<file path="config.mk">
export PLATFORM = sky130hd
export DESIGN_NAME = board_change_detector
export DESIGN_NICKNAME = d
export VERILOG_FILES = /design/src/rtl/board_change_detector.sv
export SDC_FILE = /design/constraint.sdc
export NUM_CORES = 1
export LEC_CHECK = 0
export CAP_MARGIN = 20
export CORE_ASPECT_RATIO = 1.1
export CORE_UTILIZATION = 61
export DETAILED_ROUTE_END_ITERATION = 8
export GPL_TIMING_DRIVEN = 1
export PLACE_DENSITY_LB_ADDON = 0.2
export SETUP_SLACK_MARGIN = 0.3
export SYNTH_ARGS = -nofsm -noshare
export SYNTH_HDL_FRONTEND = slang
export SYNTH_SLANG_ARGS = --single-unit
export TNS_END_PERCENT = 30
</file>
<file path="constraint.sdc">
create_clock -name clk -period 7.61 [get_ports clk]
set_input_delay 1.1415 -clock clk [delete_from_list [all_inputs] [get_ports clk]]
set_output_delay 1.1415 -clock clk [all_outputs]
set_load 0.03 [all_outputs]
</file>
<file path="src/rtl/board_change_detector.sv">
// Debounces 32-square occupancy scans, holds the committed board, and queues
// per-square lifted/placed events (ascending square order) in a FWFT FIFO.
module board_change_detector #(
    parameter int DEBOUNCE_SCANS = 4,
    parameter int FIFO_DEPTH     = 8,
    parameter int FIFO_AW        = 3
) (
    input  logic               clk,
    input  logic               reset,
    input  logic [31:0]        scan_data,
    input  logic               scan_valid,
    output logic [31:0]        stable_board,
    output logic               board_valid,
    output logic               evt_valid,
    output logic [5:0]         evt_data,
    input  logic               evt_ready,
    output logic [FIFO_AW:0]   evt_count,
    output logic               overflow,
    input  logic               clear_overflow,
    output logic               busy
);

    localparam logic [3:0]         DEB   = 4'(DEBOUNCE_SCANS);
    localparam logic [FIFO_AW:0]   DEPTH = (FIFO_AW + 1)'(FIFO_DEPTH);

    typedef enum logic {IDLE, SCAN} state_t;

    state_t              state_q;
    logic [31:0]         cand_q, cand_d;
    logic [3:0]          cnt_q, cnt_d;
    logic [31:0]         stable_q;
    logic                board_valid_q;
    logic [31:0]         diff_q;
    logic [4:0]          idx_q;
    logic                busy_q;

    logic [5:0]          mem_q [FIFO_DEPTH];
    logic [FIFO_AW-1:0]  wr_ptr_q, rd_ptr_q;
    logic [FIFO_AW:0]    count_q, count_d;
    logic                overflow_q, overflow_d;

    logic                push_vld, pop, full, push_ok;
    logic [5:0]          push_dat;

    always_comb begin
        cand_d = cand_q;
        cnt_d  = cnt_q;
        if (scan_valid) begin
            if (scan_data == cand_q) begin
                if (cnt_q != DEB) cnt_d = cnt_q + 4'd1;
            end else begin
                cand_d = scan_data;
                cnt_d  = 4'd1;
            end
        end
    end

    always_ff @(posedge clk or posedge reset) begin
        if (reset) begin
            cand_q <= '0;
            cnt_q  <= '0;
        end else begin
            cand_q <= cand_d;
            cnt_q  <= cnt_d;
        end
    end

    // Commit is only examined in IDLE, so a change settling mid-SCAN waits its turn.
    always_ff @(posedge clk or posedge reset) begin
        if (reset) begin
            state_q       <= IDLE;
            stable_q      <= '0;
            board_valid_q <= 1'b0;
            diff_q        <= '0;
            idx_q         <= '0;
            busy_q        <= 1'b0;
        end else begin
            case (state_q)
                IDLE: begin
                    if (cnt_q == DEB && (!board_valid_q || cand_q != stable_q)) begin
                        stable_q <= cand_q;
                        if (!board_valid_q) begin
                            board_valid_q <= 1'b1;
                        end else begin
                            diff_q  <= cand_q ^ stable_q;
                            idx_q   <= '0;
                            state_q <= SCAN;
                            busy_q  <= 1'b1;
                        end
                    end
                end
                SCAN: begin
                    idx_q <= idx_q + 5'd1;
                    if (idx_q == 5'd31) begin
                        state_q <= IDLE;
                        busy_q  <= 1'b0;
                    end
                end
                default: state_q <= IDLE;
            endcase
        end
    end

    // stable_q already holds the new board, so its bit is the placed flag.
    assign push_vld = (state_q == SCAN) && diff_q[idx_q];
    assign push_dat = {stable_q[idx_q], idx_q};

    assign full    = (count_q == DEPTH);
    assign pop     = evt_ready && (count_q != '0);
    assign push_ok = push_vld && (!full || pop);

    always_comb begin
        count_d = count_q;
        case ({push_ok, pop})
            2'b10:   count_d = count_q + 1'b1;
            2'b01:   count_d = count_q - 1'b1;
            default: count_d = count_q;
        endcase
        overflow_d = (overflow_q && !clear_overflow) || (push_vld && full && !pop);
    end

    always_ff @(posedge clk or posedge reset) begin
        if (reset) begin
            wr_ptr_q   <= '0;
            rd_ptr_q   <= '0;
            count_q    <= '0;
            overflow_q <= 1'b0;
        end else begin
            if (push_ok) wr_ptr_q <= wr_ptr_q + 1'b1;
            if (pop)     rd_ptr_q <= rd_ptr_q + 1'b1;
            count_q    <= count_d;
            overflow_q <= overflow_d;
        end
    end

    always_ff @(posedge clk) begin
        if (push_ok) mem_q[wr_ptr_q] <= push_dat;
    end

    assign stable_board = stable_q;
    assign board_valid  = board_valid_q;
    assign evt_valid    = (count_q != '0);
    assign evt_data     = mem_q[rd_ptr_q];
    assign evt_count    = count_q;
    assign overflow     = overflow_q;
    assign busy         = busy_q;

endmodule

</file>
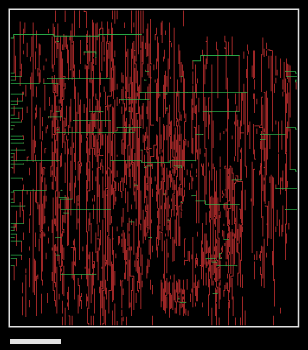
(images/metal_stack.png)
Bar = 20 um. Two of the layers only.
legend:
  red:
    layer: met2
    wire_length: 8790 um
  green:
    layer: met3
    wire_length: 568 um
wire per inst: 21.47 um
via count: 4860
Total GRT Usage: 27.17%
drt total wl: 17220 um

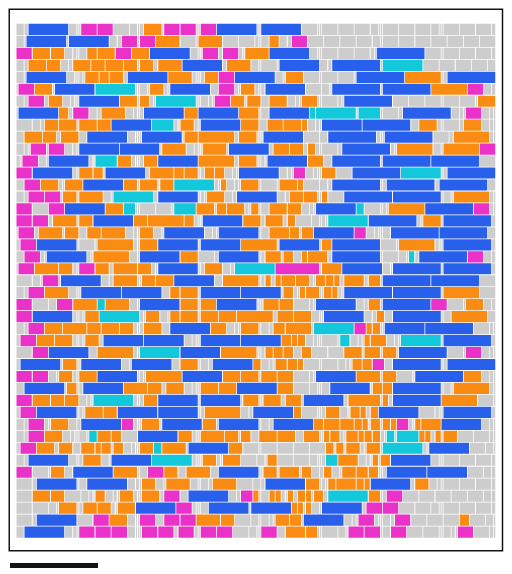
(images/cell_classes.png)
Bar = 20 um. Fill, decap, tap and diode cells in grey.
legend:
  blue:
    class: flip-flops
    cells: 167
  magenta:
    class: other buffers and delay cells
    cells: 90
  cyan:
    class: clock drivers and dummy loads
    cells: 32
  orange:
    class: all other logic
    cells: 356

==> impl_metrics.json <==
{
  "internal_power_w": 0.001673,
  "finalClockSkew_ns": 0.007235,
  "drt_first_pass_iters": 6,
  "violations": "DRC",
  "cp-end-kind": "flop",
  "drc": 3,
  "post-route-cell-area_um2": 9594,
  "pwr-share-seq_pct": 45.0,
  "status": "finished, violations left",
  "die_y_um": 122.7,
  "final_cell_mix": "dfrtp_1, clkdlybuf4s50_1, mux2_2",
  "cp_max_fo": 20,
  "ff_type": "dfrtp_1",
  "worstSetupPathType": "flop to flop",
  "grt_pass1_wl_um": 27530,
  "layout_setup_ws_ns": 3.204,
  "async_reset_ff_share_pct": 71.26,
  "hold_path_class": "flop to flop",
  "ant_nets": 0,
  "dp_hpwl_um": 12090,
  "ys_top_cells_by_area": "dfrtp_1, edfxtp_1, mux2_2, mux4_2, mux2_4",
  "clockBufferDepth": 2,
  "synth_chip_area_um2": 8084,
  "syn_area_per_cell_um2": 14.81,
  "ys_sh_aoi_pct": 2.925
}
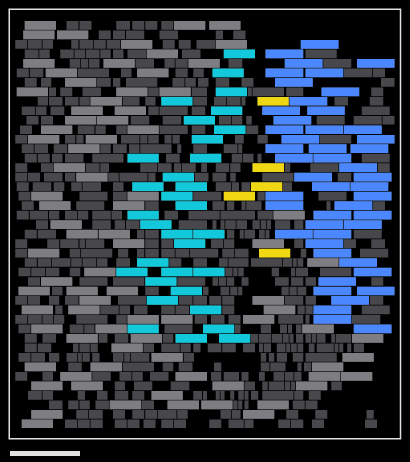
(images/registers.png)
Bar = 20 um. Other sequential cells in the stronger grey, the rest of the logic in the fainter grey.
legend:
  cyan:
    netlist_name: `diff_q`
    flops: 32
  blue:
    netlist_name: `mem_q`
    flops: 48
  yellow:
    netlist_name: `idx_q`
    flops: 5
seq pwr: 0.00105 W
register area: 4419 um2
Util after Layout: 75.24%
Seq/total area: 46.06%

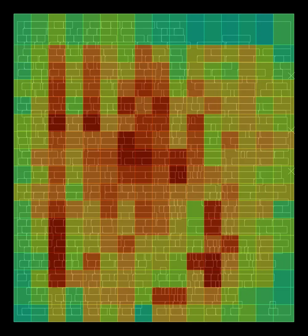
(images/final_congestion.png)
GR Layer Usage met3: 4.988%
grt met2 use: 46.20%
Most Crowded Layer GR: met2
met1 GRT Util: 33.05%

-- registers in the layout (all words and copies together), names as in the netlist --
register and flops:
diff_q 32, board_valid 1, idx_q 5, rd_ptr_q 3
mem_q 48, busy 1, evt_count 4, wr_ptr_q 3
cand_q 32, state_q 1, stable_board 32, overflow 1
cnt_q 4
-- cell usage after synthesis (11+ instances only) --
master    count
dfrtp_1     119
edfxtp_1     48
mux2_2       74
mux2_4       29
mux2i_1      14
mux4_2       24
nand2_1      16
nand4_1      12
nor4_1       11
xnor2_1      37
xor2_1       35
-- cells by family after synthesis --
group | Yosys count
XOR/XNOR | 72
adder cells (fa/ha/maj) | 9
buffers and inverters | 34
flip-flops | 167
AND-OR/OR-AND | 31
multiplexers | 141
AND/OR/NAND/NOR | 92
-- layout make-up --
type | count | area [um2]
timing repair buffer | 90 | 900.9
clock inverter | 8 | 46.29
tap | 157 | 196.4
inverter | 11 | 43.79
sequential | 167 | 4419
fill | 791 | 3157
multi-input combinational | 345 | 3486
clock buffer | 24 | 501.7
-- power by group through the flow --
stage	combinational [W]	clock [W]	sequential [W]
2_1_floorplan	0.000340	0	0.00104
3_3_place_gp	0.000474	0	0.00107
3_5_place_dp	0.000487	0	0.00107
4_1_cts	0.000490	0.000807	0.00105
5_1_grt	0.000522	0.000841	0.00106
6_report	0.000486	0.000799	0.00105
-- per-stage QoR --
step | hold slack (ns) | std cells
after floorplan | 0.4739 | 546
after CTS | 0.5074 | 801
after global routing | 0.5179 | 802
final | 0.5087 | 802
after detailed placement | 0.4934 | 769
after global placement | 0.4882 | 769
-- critical path, delay by kind of cell (launching register included) --
kind / cells / cell delay [ns]
AND-OR/OR-AND: 5 / 1.77
buffers and inverters: 2 / 0.55
adder cells (fa/ha/maj): 1 / 0.24
flip-flops: 1 / 0.63
AND/OR/NAND/NOR: 3 / 0.49
multiplexers: 2 / 0.66
-- final timing paths --
check	from	to	slack, ns	cells past startpoint
hold / removal	diff_q[10]$_DFFE_PP0P_	diff_q[10]$_DFFE_PP0P_	0.51	1
setup reg to reg	idx_q[1]$_DFFE_PP0P_	evt_count[3]$_DFFE_PP0P_	3.20	13
max in group asynchronous	reset	diff_q[28]$_DFFE_PP0P_	5.13	3
hold reg to reg	diff_q[10]$_DFFE_PP0P_	diff_q[10]$_DFFE_PP0P_	0.51	1
setup / recovery	idx_q[1]$_DFFE_PP0P_	evt_count[3]$_DFFE_PP0P_	3.20	13
min in group asynchronous	reset	rd_ptr_q[1]$_DFFE_PP0P_	1.25	2
-- routing by layer --
layer | wire (um) | global-route usage [%]
met5 | 0 | 0
met4 | 641 | 15.29
met3 | 568 | 4.988
met2 | 8788 | 46.20
met1 | 7217 | 33.05
No activity file was given, so power comes from the tool's default toggle rates.
